### src/rtl/sccb_pkg.sv
// Shared definitions for the SCCB configuration sequencer: FSM encoding,
// table marker constants and width helpers.
package sccb_pkg;

  typedef enum logic [3:0] {
    S_IDLE,
    S_FETCH,
    S_CHECK,
    S_ISSUE,
    S_WAIT_BUSY,
    S_WAIT_DONE,
    S_DELAY,
    S_DONE,
    S_FAIL
  } sccb_state_e;

  // Marker constants are all-ones at any width; users truncate with an explicit cast.
  localparam logic [31:0] SCCB_MARK_ADDR = 32'hFFFF_FFFF;
  localparam logic [31:0] SCCB_END_VALUE = 32'hFFFF_FFFF;

  // Bit width able to hold values 0..n-1, never below one bit.
  function automatic int unsigned sccb_idx_width(input int unsigned n);
    return (n > 1) ? $clog2(n) : 1;
  endfunction

  // Bit width of a counter holding (2**data_w - 1) * unit without overflow.
  function automatic int unsigned sccb_cnt_width(input int unsigned data_w,
                                                 input int unsigned unit);
    longint unsigned max_v;
    max_v = ((longint'(1) << data_w) - 1) * longint'(unit);
    return (max_v > 0) ? $clog2(max_v + 1) : 1;
  endfunction

endpackage

### src/rtl/sccb_config_seq_if.sv
// Write-request handshake between the config sequencer and an SCCB master.
interface sccb_config_seq_if #(
  parameter int unsigned P_ADDR_W = 8,
  parameter int unsigned P_DATA_W = 8
);
  logic                SCCB_fReady;
  logic                SCCB_fNack;
  logic                SCCB_fStart;
  logic [P_ADDR_W-1:0] SCCB_Address;
  logic [P_DATA_W-1:0] SCCB_Value;

  modport master (
    input  SCCB_fReady,
    input  SCCB_fNack,
    output SCCB_fStart,
    output SCCB_Address,
    output SCCB_Value
  );

  modport slave (
    output SCCB_fReady,
    output SCCB_fNack,
    input  SCCB_fStart,
    input  SCCB_Address,
    input  SCCB_Value
  );
endinterface

### src/rtl/sccb_config_rom.sv
// Register table: synchronous read, one-cycle latency, entry i holds
// {address, value} at bits [i*ENTRY_W +: ENTRY_W] of P_ROM_DATA.
module sccb_config_rom
  import sccb_pkg::*;
#(
  parameter int unsigned P_NUM_REGS = 76,
  parameter int unsigned P_ADDR_W   = 8,
  parameter int unsigned P_DATA_W   = 8,
  parameter logic [P_NUM_REGS*(P_ADDR_W+P_DATA_W)-1:0] P_ROM_DATA = '1,
  localparam int unsigned IDX_W   = sccb_idx_width(P_NUM_REGS),
  localparam int unsigned ENTRY_W = P_ADDR_W + P_DATA_W
) (
  input  logic               i_Clk,
  input  logic [IDX_W-1:0]   i_Idx,
  output logic [ENTRY_W-1:0] o_Entry
);

  logic [ENTRY_W-1:0] table_c [P_NUM_REGS];
  logic [ENTRY_W-1:0] rd_q;

  // Unpack the flat table parameter into addressable entries.
  for (genvar g = 0; g < int'(P_NUM_REGS); g++) begin : g_tbl
    assign table_c[g] = P_ROM_DATA[g*ENTRY_W +: ENTRY_W];
  end

  // Memory-style registered read; no reset so it maps onto ROM macros.
  always_ff @(posedge i_Clk) begin
    rd_q <= table_c[i_Idx];
  end

  assign o_Entry = rd_q;

endmodule

### src/rtl/sccb_config_seq.sv
// Walks a register table after reset and issues SCCB writes, handling delay
// entries, an end marker, NACK retries and a sticky done/error status.
module sccb_config_seq
  import sccb_pkg::*;
#(
  parameter int unsigned P_NUM_REGS   = 76,
  parameter int unsigned P_ADDR_W     = 8,
  parameter int unsigned P_DATA_W     = 8,
  parameter int unsigned P_DELAY_UNIT = 25000,
  parameter int unsigned P_MAX_RETRY  = 3,
  // Default table is all end markers; integrators pass their sensor table.
  parameter logic [P_NUM_REGS*(P_ADDR_W+P_DATA_W)-1:0] P_ROM_DATA = '1,
  localparam int unsigned IDX_W = sccb_idx_width(P_NUM_REGS)
) (
  input  logic               i_Clk,
  input  logic               i_Rst,
  input  logic               i_Start,
  sccb_config_seq_if.master  sccb,
  output logic               o_fBusy,
  output logic               o_fDone,
  output logic               o_fErr,
  output logic [IDX_W-1:0]   o_Err_Idx
);

  localparam int unsigned ENTRY_W = P_ADDR_W + P_DATA_W;
  localparam int unsigned RETRY_W = sccb_idx_width(P_MAX_RETRY + 1);
  localparam int unsigned CNT_W   = sccb_cnt_width(P_DATA_W, P_DELAY_UNIT);

  localparam logic [P_ADDR_W-1:0] MARK_ADDR = P_ADDR_W'(SCCB_MARK_ADDR);
  localparam logic [P_DATA_W-1:0] END_VALUE = P_DATA_W'(SCCB_END_VALUE);
  localparam logic [IDX_W-1:0]    LAST_IDX  = IDX_W'(P_NUM_REGS - 1);

  sccb_state_e         state_q,   state_d;
  logic [IDX_W-1:0]    index_q,   index_d;
  logic [RETRY_W-1:0]  retry_q,   retry_d;
  logic [CNT_W-1:0]    dly_q,     dly_d;
  logic                fstart_q,  fstart_d;
  logic [P_ADDR_W-1:0] addr_q,    addr_d;
  logic [P_DATA_W-1:0] value_q,   value_d;
  logic                busy_q,    busy_d;
  logic                done_q,    done_d;
  logic                err_q,     err_d;
  logic [IDX_W-1:0]    err_idx_q, err_idx_d;
  logic                advance_c;

  logic [ENTRY_W-1:0]  rom_entry;
  logic [P_ADDR_W-1:0] rom_addr;
  logic [P_DATA_W-1:0] rom_value;

  sccb_config_rom #(
    .P_NUM_REGS (P_NUM_REGS),
    .P_ADDR_W   (P_ADDR_W),
    .P_DATA_W   (P_DATA_W),
    .P_ROM_DATA (P_ROM_DATA)
  ) u_rom (
    .i_Clk   (i_Clk),
    .i_Idx   (index_q),
    .o_Entry (rom_entry)
  );

  assign rom_addr  = rom_entry[ENTRY_W-1 -: P_ADDR_W];
  assign rom_value = rom_entry[P_DATA_W-1:0];

  // State and output registers.
  always_ff @(posedge i_Clk or negedge i_Rst) begin
    if (!i_Rst) begin
      state_q   <= S_IDLE;
      index_q   <= '0;
      retry_q   <= '0;
      dly_q     <= '0;
      fstart_q  <= 1'b0;
      addr_q    <= '0;
      value_q   <= '0;
      busy_q    <= 1'b0;
      done_q    <= 1'b0;
      err_q     <= 1'b0;
      err_idx_q <= '0;
    end else begin
      state_q   <= state_d;
      index_q   <= index_d;
      retry_q   <= retry_d;
      dly_q     <= dly_d;
      fstart_q  <= fstart_d;
      addr_q    <= addr_d;
      value_q   <= value_d;
      busy_q    <= busy_d;
      done_q    <= done_d;
      err_q     <= err_d;
      err_idx_q <= err_idx_d;
    end
  end

  // Next-state and datapath: walk the table, one write or delay per entry.
  always_comb begin
    state_d   = state_q;
    index_d   = index_q;
    retry_d   = retry_q;
    dly_d     = dly_q;
    fstart_d  = 1'b0;
    addr_d    = addr_q;
    value_d   = value_q;
    err_idx_d = err_idx_q;
    advance_c = 1'b0;

    case (state_q)
      S_IDLE: begin
        index_d = '0;
        state_d = S_FETCH;
      end
      S_FETCH: state_d = S_CHECK;
      S_CHECK: begin
        if (rom_addr == MARK_ADDR && rom_value == END_VALUE) begin
          state_d = S_DONE;
        end else if (rom_addr == MARK_ADDR) begin
          dly_d   = CNT_W'(rom_value) * CNT_W'(P_DELAY_UNIT);
          state_d = S_DELAY;
        end else begin
          addr_d  = rom_addr;
          value_d = rom_value;
          state_d = S_ISSUE;
        end
      end
      S_ISSUE: begin
        if (sccb.SCCB_fReady) begin
          fstart_d = 1'b1;
          state_d  = S_WAIT_BUSY;
        end
      end
      S_WAIT_BUSY: begin
        if (!sccb.SCCB_fReady) state_d = S_WAIT_DONE;
      end
      S_WAIT_DONE: begin
        if (sccb.SCCB_fReady) begin
          if (!sccb.SCCB_fNack) begin
            retry_d   = '0;
            advance_c = 1'b1;
          end else if (retry_q < RETRY_W'(P_MAX_RETRY)) begin
            retry_d = retry_q + RETRY_W'(1);
            state_d = S_ISSUE;
          end else begin
            err_idx_d = index_q;
            state_d   = S_FAIL;
          end
        end
      end
      S_DELAY: begin
        if (dly_q == '0) advance_c = 1'b1;
        else             dly_d     = dly_q - CNT_W'(1);
      end
      S_DONE, S_FAIL: begin
        if (i_Start) begin
          index_d   = '0;
          retry_d   = '0;
          err_idx_d = '0;
          state_d   = S_FETCH;
        end
      end
      default: state_d = S_IDLE;
    endcase

    // Move to the next entry; running off the table end counts as completion.
    if (advance_c) begin
      if (index_q == LAST_IDX) begin
        state_d = S_DONE;
      end else begin
        index_d = index_q + IDX_W'(1);
        state_d = S_FETCH;
      end
    end

    busy_d = !(state_d == S_DONE || state_d == S_FAIL);
    done_d = (state_d == S_DONE);
    err_d  = (state_d == S_FAIL);
  end

  assign sccb.SCCB_fStart  = fstart_q;
  assign sccb.SCCB_Address = addr_q;
  assign sccb.SCCB_Value   = value_q;
  assign o_fBusy           = busy_q;
  assign o_fDone           = done_q;
  assign o_fErr            = err_q;
  assign o_Err_Idx         = err_idx_q;

endmodule

### src/flat_wrapper.sv
// flat-port wrapper written by rule: the top's interface ports become plain ports
module sccb_config_seq_flat import sccb_pkg::*;
#(
  parameter int unsigned P_NUM_REGS   = 76,
  parameter int unsigned P_ADDR_W     = 8,
  parameter int unsigned P_DATA_W     = 8,
  parameter int unsigned P_DELAY_UNIT = 25000,
  parameter int unsigned P_MAX_RETRY  = 3,
                                                                           
  parameter logic [P_NUM_REGS*(P_ADDR_W+P_DATA_W)-1:0] P_ROM_DATA = '1,
  localparam int unsigned IDX_W = sccb_idx_width(P_NUM_REGS)
)
  (i_Clk, i_Rst, i_Start, o_fBusy, o_fDone, o_fErr, o_Err_Idx, sccb_SCCB_fReady, sccb_SCCB_fNack, sccb_SCCB_fStart, sccb_SCCB_Address, sccb_SCCB_Value);
  sccb_config_seq_if #(.P_ADDR_W(P_ADDR_W), .P_DATA_W(P_DATA_W)) sccb_i ();
  input  logic i_Clk;
  input  logic i_Rst;
  input  logic i_Start;
  output logic o_fBusy;
  output logic o_fDone;
  output logic o_fErr;
  output logic [IDX_W-1:0] o_Err_Idx;
  input wire logic [$bits(sccb_i.SCCB_fReady)-1:0] sccb_SCCB_fReady;
  input wire logic [$bits(sccb_i.SCCB_fNack)-1:0] sccb_SCCB_fNack;
  output wire logic [$bits(sccb_i.SCCB_fStart)-1:0] sccb_SCCB_fStart;
  output wire logic [$bits(sccb_i.SCCB_Address)-1:0] sccb_SCCB_Address;
  output wire logic [$bits(sccb_i.SCCB_Value)-1:0] sccb_SCCB_Value;
  assign sccb_i.SCCB_fReady = sccb_SCCB_fReady;
  assign sccb_i.SCCB_fNack = sccb_SCCB_fNack;
  assign sccb_SCCB_fStart = sccb_i.SCCB_fStart;
  assign sccb_SCCB_Address = sccb_i.SCCB_Address;
  assign sccb_SCCB_Value = sccb_i.SCCB_Value;
  sccb_config_seq #(.P_NUM_REGS(P_NUM_REGS), .P_ADDR_W(P_ADDR_W), .P_DATA_W(P_DATA_W), .P_DELAY_UNIT(P_DELAY_UNIT), .P_MAX_RETRY(P_MAX_RETRY), .P_ROM_DATA(P_ROM_DATA)) u_core (.i_Clk(i_Clk), .i_Rst(i_Rst), .i_Start(i_Start), .sccb(sccb_i), .o_fBusy(o_fBusy), .o_fDone(o_fDone), .o_fErr(o_fErr), .o_Err_Idx(o_Err_Idx));
endmodule
### config.mk
export PLATFORM = sky130hd
export DESIGN_NAME = sccb_config_seq_flat
export DESIGN_NICKNAME = d
export VERILOG_FILES = /design/src/rtl/sccb_pkg.sv /design/src/rtl/sccb_config_seq_if.sv /design/src/rtl/sccb_config_rom.sv /design/src/rtl/sccb_config_seq.sv /design/src/flat_wrapper.sv
export SDC_FILE = /design/constraint.sdc
export NUM_CORES = 1
export LEC_CHECK = 0
export CAP_MARGIN = 20
export CORE_AREA = 2 2 80 120
export CTS_CLUSTER_SIZE = 28
export DETAILED_ROUTE_END_ITERATION = 6
export DIE_AREA = 0 0 82 122
export PLACE_DENSITY = 0.85
export SKIP_LAST_GASP = 1
export SLEW_MARGIN = 20
export SYNTH_ARGS = -nofsm -noshare
export SYNTH_HDL_FRONTEND = slang
export SYNTH_HIERARCHICAL = 1
export SYNTH_SLANG_ARGS = --single-unit
### constraint.sdc
create_clock -name i_Clk -period 3.3 [get_ports i_Clk]
set_clock_uncertainty 0.1 [all_clocks]
set_input_delay 0.99 -clock i_Clk [delete_from_list [all_inputs] [get_ports i_Clk]]
set_output_delay 0.99 -clock i_Clk [all_outputs]
set_load 0.005 [all_outputs]
==> out/results.txt, run 1 <==
Vias per cell: 6.14
Pins Over Slew Limit: 0
Worst EP arrival: 3.06 ns
Via count: 4,246
Fp_density: 0.554
CTS Root Cell: clkbuf_16
CP max FO: 19
Max Cap Violations: 0
Met3 Use GR: 0.0526
Fin Setup TNS: 0 ns
CTS Hold Bufs: 0
Cell Type Count: 73
Count of yosys warnings during synthesis: 6
CP Class: reg2reg
Core Region: 9040 um2
IO Pins: 32
Slowest stage delay, CP: 0.51 ns
Pleak: 0.00256 uW
GRT Overall Usage: 0.250
Layout area overhead: 12.1%
Die y size: 122 um
CP endpoint kind: flop
Post-Layout Cell Count: 691
Syn Std Cell Area: 5010 um2
# nets final: 648
Chip Area, Yosys: 5010 um2
TritonCTS clock tree: yes
Worst R2R Start: u_core/dly_q[0]$_DFFE_PN0P_
Die area: 10,000 um2
Remaining Overflow, GRT: 0
First-pass GRT wire length: 19,400 um
Hold Vio Cnt, Final: 0
CTS Buffer Depth: 2
Most numerous logic cells after layout: dfrtp_1 (63), ha_1 (57), nand2_1 (53), a21oi_1 (38), inv_1 (35)
Top-area cell share: 0.315
Pwr Density: 721 nW/um2
Ys flops: 63
Initial antenna violation count: 0
M1 GR Usage: 0.259
Async SR Flop Fraction: 1.00
Req. time, crit path: 3.42 ns
Drt initial violations: 295
# fillers: 739
# Post-CTS Setup Buffers: 0
Std cell rows: 43
RR Endpoint: u_core/dly_q[17]$_DFFE_PN0P_
Crit-path cells: inv_1 -> ha_1 -> or3b_1 -> nor4_4 -> a31oi_2 -> nor2_4 -> o21ai_1 -> o41ai_1
Clk ins delay skew pair: 0.33 ns
Detail Route Antenna Nets: 0
R2R cell count: 8
Busiest grt layer: met2
Critical path buffers and inverters: 1
CTS H-tree lvls: 3
Yosys cell count: 544
# setup viols final: 0
Min-delay src: u_core/sccb.SCCB_Value[5]$_DFFE_PN0P_
Final Hold Slack: 0.379 ns
Seq share, synth: 0.315
Dpl ws: 0.297 ns
# placed instances: 675
Crit path launch: u_core/dly_q[0]$_DFFE_PN0P_
Max_slew headroom: 0.482
Number of enable flip-flop cells: 0
Minimum clock period: 2.94 ns
Pin count of the biggest net entering global routing: 31
DR WL/cell: 17.4 um
Post-CTS Resized: 0
Worst-margin pin slew: 0.772 ns
Syn_area_per_cell: 9.20 um2
Final worst slack: 0.357 ns
Most numerous logic cell after layout: dfrtp_1
Logic cell area: 3140 um2
Sequential Area: 1580 um2
Leading area contributor after synthesis: dfrtp_1
Met2 usage: 0.459
Die X: 82 um
Hold endpoint: u_core/sccb.SCCB_Value[5]$_DFFE_PN0P_
RePlAce Congestion: 0.852
Vias in the first global route: 4,328
RSZ-0062 raised after global routing: no
R2R Setup Slk: 0.36 ns
Type of the worst min-delay path: reg2reg
Largest cells by area: dfrtp_1 (31%), ha_1 (14%), fa_1 (4.8%), nand2_1 (4.0%), a21oi_1 (3.8%)
Placed wire-length estimate: 8930 um
# diodes: 0
Max VDD drop: 0.000409 V
Clock slew at reported path FFs: 0.06 ns
Port Buf Inserts: 31
CP max-delay cell: nor4_4
Outcome: complete, no violations
Detailed-route DRC error count: 0
Layout cells sized above 1: 0.0846
Router iterations before antenna repair: 5
Achievable frequency: 340 MHz
Cell family with most CP delay: simple AND/OR/NAND/NOR gates
Syn Inst Count: 544
Hold path depth: 2
Drt total wl: 12,000 um
Post-synth top flop: dfrtp_1
Worst setup SP type: flop
Fin util: 0.621
Tool Warnings: 26
Crit share post-route: 0.892
[run 1: Yosys cell counts, drive strengths merged, types with 3 or more instances]
cell	n
dfrtp	63
ha	57
nand2	54
a21oi	39
o21ai	39
inv	35
nor2	35
buf	25
nor3	13
fa	12
nand3	10
a22o	9
a31oi	8
clkbuf	8
nand4	8
xnor2	8
nand2b	7
nor4	7
or4	7
a211oi	6
mux2	6
mux2i	6
or2	6
a21o	5
and3	5
a221oi	4
nor4b	4
o211ai	4
o21a	4
o22ai	4
o31ai	4
xor2	4
and2	3
nand3b	3
o22a	3
[run 1: cell families (layout without fill, tap and decap cells)]
group / after synthesis / after routing / share of synthesized area
xor gates and xnor gates: 12 / 12 / 0.0210
other: 1 / 16 / 0.000749
buffers and inverters: 68 / 88 / 0.0695
DFF: 63 / 63 / 0.315
muxes: 12 / 12 / 0.0255
and+or+nand+nor: 175 / 175 / 0.192
AOI/OAI and AO/OA: 144 / 144 / 0.186
adders and majority gates: 69 / 69 / 0.190
[run 1: worst max path at each step]
stage,cells past startpoint,end
finish,8,u_core/dly_q[17]$_DFFE_PN0P_
floorplan,9,u_core/index_q[5]$_DFF_PN0_
detailed placement,7,u_core/o_fBusy$_DFF_PN0_
global placement,7,u_core/o_fBusy$_DFF_PN0_
global route,8,u_core/dly_q[12]$_DFFE_PN0P_
CTS,8,u_core/dly_q[17]$_DFFE_PN0P_
[run 1: through the flow]
stage               instance area [um2]  total power [uW]
finish                             5610              4050
global route                       5610              4340
CTS                                5610              3880
detailed placement                 5340              3000
global placement                   5340              2940
floorplan                          5060              2590
[run 1: worst reg2reg max path, stage by stage (launching register included)]
cell and delay [ns]:
dfrtp_1 0.39, inv_1 0.11, ha_1 0.19, or3b_1 0.50
nor4_4 0.51, a31oi_2 0.34, nor2_4 0.44, o21ai_1 0.17
o41ai_1 0.08
[run 1: layout make-up]
type	instances	area share
clock buffer	9	0.0401
sequential	63	0.281
timing repair buffer	37	0.0624
multi-input combinational	428	0.559
tap	112	0.0250
clock inverter	7	0.00870
inverter	35	0.0234
[run 1: metal layers]
layer	wire, um	share of wire	vias to the layer above
li1	-	-	2013
met1	4570	0.38	2046
met2	6480	0.54	144
met3	536	0.045	43
met4	413	0.034	0
met5	0	0	-
[run 1: report_power, final]
part	switching, uW	internal (uW)
Combinational	1030	867
Clock	353	508
Sequential	255	1030
Total	1640	2410
[run 1: sequential cells by signal, indices dropped and copies added, names as in the netlist]
name / count
u_core/sccb.SCCB_fStart: 1
u_core/state_q: 4
u_core/sccb.SCCB_Value: 8
u_core/index_q: 7
u_core/dly_q: 23
u_core/o_fBusy: 1
u_core/o_Err_Idx: 7
u_core/sccb.SCCB_Address: 8
u_core/o_fDone: 1
u_core/o_fErr: 1
u_core/retry_q: 2
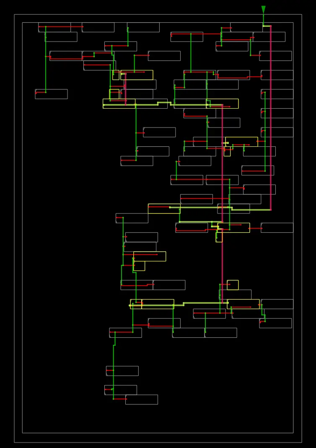
Run 1: clock wiring as the flow saved it
CTS Buf Count: 9
CTS sink count: 63

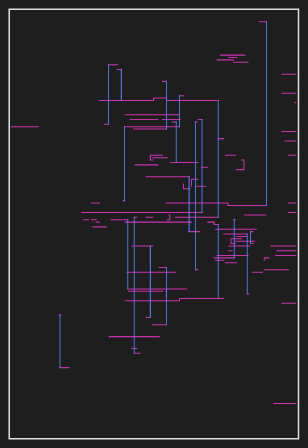
Run 1: routed metal, one color a layer
Only two layers are drawn.
[M4] blue | wire length: 413 um
[M3] magenta | wire length: 537 um

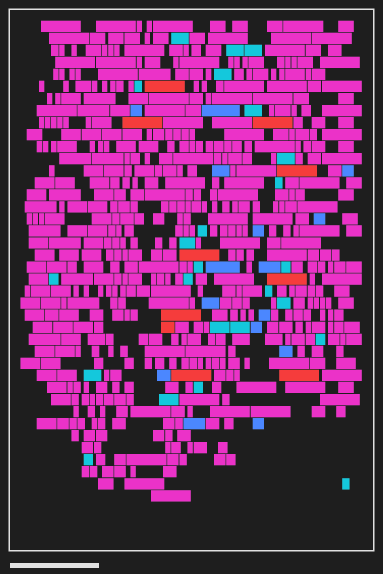
Run 1: cells by drive strength
Bar = 20 um.
[x1 and smaller] magenta | cells: 530 | share: 92% | most used: dfrtp_1
[x3 and x4] blue | cells: 15 | share: 2.6% | most used: buf_4
[x2] cyan | cells: 24 | share: 4.1%
[x6 and larger] red | cells: 10 | share: 1.7% | most used: clkbuf_16

==> inputs of run 2 (changes only) <==
--- a/config.mk
+++ b/config.mk
@@ -6,11 +6,11 @@
 export NUM_CORES = 1
 export LEC_CHECK = 0
 export CAP_MARGIN = 20
-export CORE_AREA = 2 2 80 120
+export CORE_AREA = 2 2 81 122
 export CTS_CLUSTER_SIZE = 28
 export DETAILED_ROUTE_END_ITERATION = 6
-export DIE_AREA = 0 0 82 122
-export PLACE_DENSITY = 0.85
+export DIE_AREA = 0 0 83 124
+export PLACE_DENSITY = 0.86
 export SKIP_LAST_GASP = 1
 export SLEW_MARGIN = 20
 export SYNTH_ARGS = -nofsm -noshare
==> constraint.sdc (replaced) <==
create_clock -name i_Clk -period 2.4 [get_ports i_Clk]
set_clock_uncertainty 0.1 [all_clocks]
set_input_delay 0.72 -clock i_Clk [delete_from_list [all_inputs] [get_ports i_Clk]]
set_output_delay 0.72 -clock i_Clk [all_outputs]
set_load 0.005 [all_outputs]
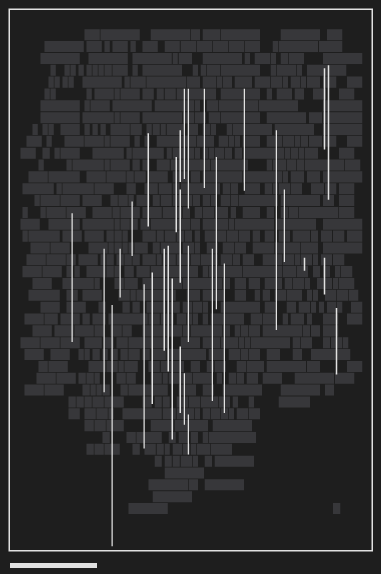
Run 2: metal 4
Bar = 20 um. Cells faint in the background.
nets with wire on the layer: 32
main direction: vertical
share of all routed wire: 5.5%
wire length on this layer: 757 um
longest straight run: 55.1 um

==> run 2 against run 1 <==
First-iteration DRC count up 31%. Die size up 2.9%. Global-route usage up 0.58 points. Flip-flop count unchanged. Critical path type unchanged. Final cell count up 6.7%. Synthesized cell count unchanged. Final area up 9.6%. Largest cell class unchanged. Fmax up 19%. The flow now finishes with violations (setup timing). Worst setup slack worse by 0.43 ns.
==> out/results.txt, run 2 <==
Max_slew headroom: 0.392 (-0.0899)
Max VDD drop: 0.000594 V (+45%)
Worst-margin pin slew: 0.906 ns (+0.134 ns)
Seq share, synth: 0.315 (unchanged)
Hold Vio Cnt, Final: 0 (unchanged)
Async SR Flop Fraction: 1.00 (unchanged)
Max reg flops: 23 (unchanged)
Pin count of the biggest net entering global routing: 45 (+45%)
Pins Over Slew Limit: 0 (unchanged)
Most numerous logic cell after layout: dfrtp_1
Vias in the first global route: 4,518 (+4.4%)
R2R cell count: 7 (-1)
Fp_density: 0.544 (-0.00972)
Cell Type Count: 73 (unchanged)
Pleak: 0.00284 uW (+11%)
Layout area overhead: 22.9%
Placed wire-length estimate: 9570 um (+7.2%)
Ys flops: 63 (unchanged)
CTS Buffer Depth: 2 (unchanged)
Fin Setup TNS: -0.198 ns (-0.198 ns)
Die X: 83 um (+1.2%)
First-pass GRT wire length: 21,100 um (+8.9%)
Max Cap Violations: 0 (unchanged)
Worst EP arrival: 2.56 ns (-0.50 ns)
CTS Root Cell: clkbuf_16
Router iterations before antenna repair: 5 (unchanged)
RSZ-0062 raised after global routing: yes
CTS sink count: 63 (unchanged)
GRT Overall Usage: 0.256 (+0.00580)
Core Region: 9200 um2 (+1.8%)
Type of the worst min-delay path: in2async
Pwr Total: 6220 uW (+54%)
Chip Area, Yosys: 5010 um2 (unchanged)
Tool Warnings: 29 (+12%)
Top-area cell share: 0.315 (unchanged)
# diodes: 0 (unchanged)
R2R Setup Slk: -0.08 ns (-0.43 ns)
Minimum clock period: 2.48 ns (-0.467 ns)
Pwr Density: 1010 nW/um2 (+40%)
Count of yosys warnings during synthesis: 6 (unchanged)
Die area: 10,300 um2 (+2.9%)
Initial antenna violation count: 0 (unchanged)
Req. time, crit path: 2.49 ns (-0.93 ns)
Achievable frequency: 404 MHz (+19%)
Vias per cell: 6.25 (+1.8%)
Worst setup SP type: flop
TritonCTS clock tree: yes
CP Class: reg2reg
Final Hold Slack: 0.261 ns (-0.118 ns)
# nets final: 694 (+7.1%)
Layout cells sized above 1: 0.181 (+0.0962)
Syn Inst Count: 544 (unchanged)
Biggest register: u_core/dly_q
Largest cells by area: dfrtp_1 (31%), ha_1 (14%), fa_1 (4.8%), nand2_1 (4.0%), a21oi_1 (3.8%)
CTS Buf Count: 9 (unchanged)
Final worst slack: -0.0751 ns (-0.433 ns)
RR Endpoint: u_core/dly_q[14]$_DFFE_PN0P_
Port Buf Inserts: 31 (unchanged)
Post-Layout Cell Count: 737 (+6.7%)
DR WL/cell: 18.6 um (+7.0%)
CTS H-tree lvls: 3 (unchanged)
Crit path launch: u_core/dly_q[4]$_DFFE_PN0P_
Outcome: finished with violations
Clock slew at reported path FFs: 0.06 ns (about the same)
RePlAce Congestion: 0.913 (+7.2%)
# setup viols final: 5 (+5)
Synth top cell by count: dfrtp_1
CP endpoint kind: flop
Detailed-route DRC error count: 0 (unchanged)
Number of enable flip-flop cells: 0 (unchanged)
Drt total wl: 13,700 um (+14%)
Crit share post-route: 1.03 (+0.140)
Failing checks: setup timing
CTS Hold Bufs: 0 (unchanged)
IO Pins: 32 (unchanged)
Via count: 4,608 (+8.5%)
Leading area contributor after synthesis: dfrtp_1
# placed instances: 712 (+5.5%)
Detail Route Antenna Nets: 0 (unchanged)
Yosys cell count: 544 (unchanged)
Worst R2R Start: u_core/dly_q[4]$_DFFE_PN0P_
Syn Std Cell Area: 5010 um2 (unchanged)
Remaining Overflow, GRT: 0 (unchanged)
Die y size: 124 um (+1.6%)
Syn_area_per_cell: 9.20 um2 (unchanged)
Std cell rows: 43 (unchanged)
Most numerous logic cells after layout: dfrtp_1 (63), ha_1 (56), nand2_1 (52), buf_4 (47), a21oi_1 (37)
Clk ins delay skew pair: 0.33 ns (about the same)
Drt initial violations: 387 (+31%)
CP max FO: 4 (-15)
Commonest cells post-synth: dfrtp_1 (63), ha_1 (57), nand2_1 (53), a21oi_1 (38), inv_1 (35)
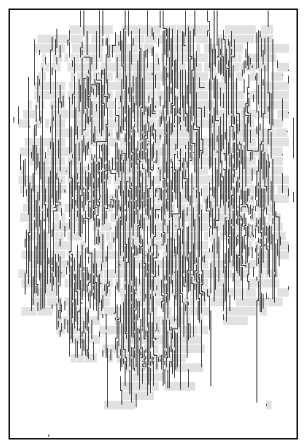
Run 2: metal 2
Cells faint in the background.
share of all routed wire: 53%
wire length on this layer: 7,280 um

run 2: worst max path at each step:
stage / end / slack [ns]
2_1_floorplan: u_core/index_q[5]$_DFF_PN0_ / -0.03
3_3_place_gp: u_core/o_fBusy$_DFF_PN0_ / -0.21
3_5_place_dp: u_core/o_fBusy$_DFF_PN0_ / -0.28
4_1_cts: u_core/index_q[5]$_DFF_PN0_ / -0.05
5_1_grt: u_core/index_q[5]$_DFF_PN0_ / -0.15
6_report: u_core/dly_q[14]$_DFFE_PN0P_ / -0.08
run 2: metrics by stage:
stage                     setup WS, ns  utilization  instance area, um2
after floorplan                -0.0260            -                5090
after global placement          -0.211        0.615                5660
after detailed placement        -0.277        0.615                5660
after CTS                      -0.0459        0.655                6020
after global routing            -0.146        0.669                6150
final                          -0.0751        0.669                6150
run 2: cells by family after synthesis:
| kind of cell | Yosys count | share of synthesized area |
|---|---|---|
| AOI/OAI and AO/OA | 144 | 0.186 |
| and+or+nand+nor | 175 | 0.192 |
| xor gates and xnor gates | 12 | 0.0210 |
| buffers and inverters | 68 | 0.0695 |
| adders and majority gates | 69 | 0.190 |
| other | 1 | 0.000749 |
| muxes | 12 | 0.0255 |
| DFF | 63 | 0.315 |
run 2: repair_timing:
action / CTS / global route
setup buffers: 4 / 4
pin swaps: 7 / 11
gates cloned: 0 / 1
resized: 7 / 22
endpoints found under the setup margin: 13 / 28
run 2: critical path, stage by stage (launching register included):
cell	delay, ns
dfrtp_1	0.38
or4_4	0.58
buf_4	0.18
or4_4	0.56
nor2_1	0.15
nor2_1	0.06
o21ai_0	0.19
o221ai_1	0.15
run 2: metal layers:
layer	GRT usage	routed length, um	vias to the layer above
li1	-	-	2110
met1	0.260	5010	2213
met2	0.495	7280	218
met3	0.0378	640	67
met4	0.148	756	0
met5	0	0	-
run 2: area by class of cell:
type / count / area, um2
sequential: 63 / 1580
clock buffer: 9 / 225
tap: 112 / 140
clock inverter: 7 / 72.6
fill: 640 / 3050
multi-input combinational: 429 / 3280
timing repair buffer: 82 / 721
inverter: 35 / 131
run 2: power by group:
group          leakage, uW  total (uW)  internal (uW)  switching (uW)
Clock             0.000142        1300            804             497
Sequential        0.000784        1710           1420             284
Combinational      0.00192        3210           1500            1710
Power figures rest on the tool's default switching activity, not on a simulated workload.
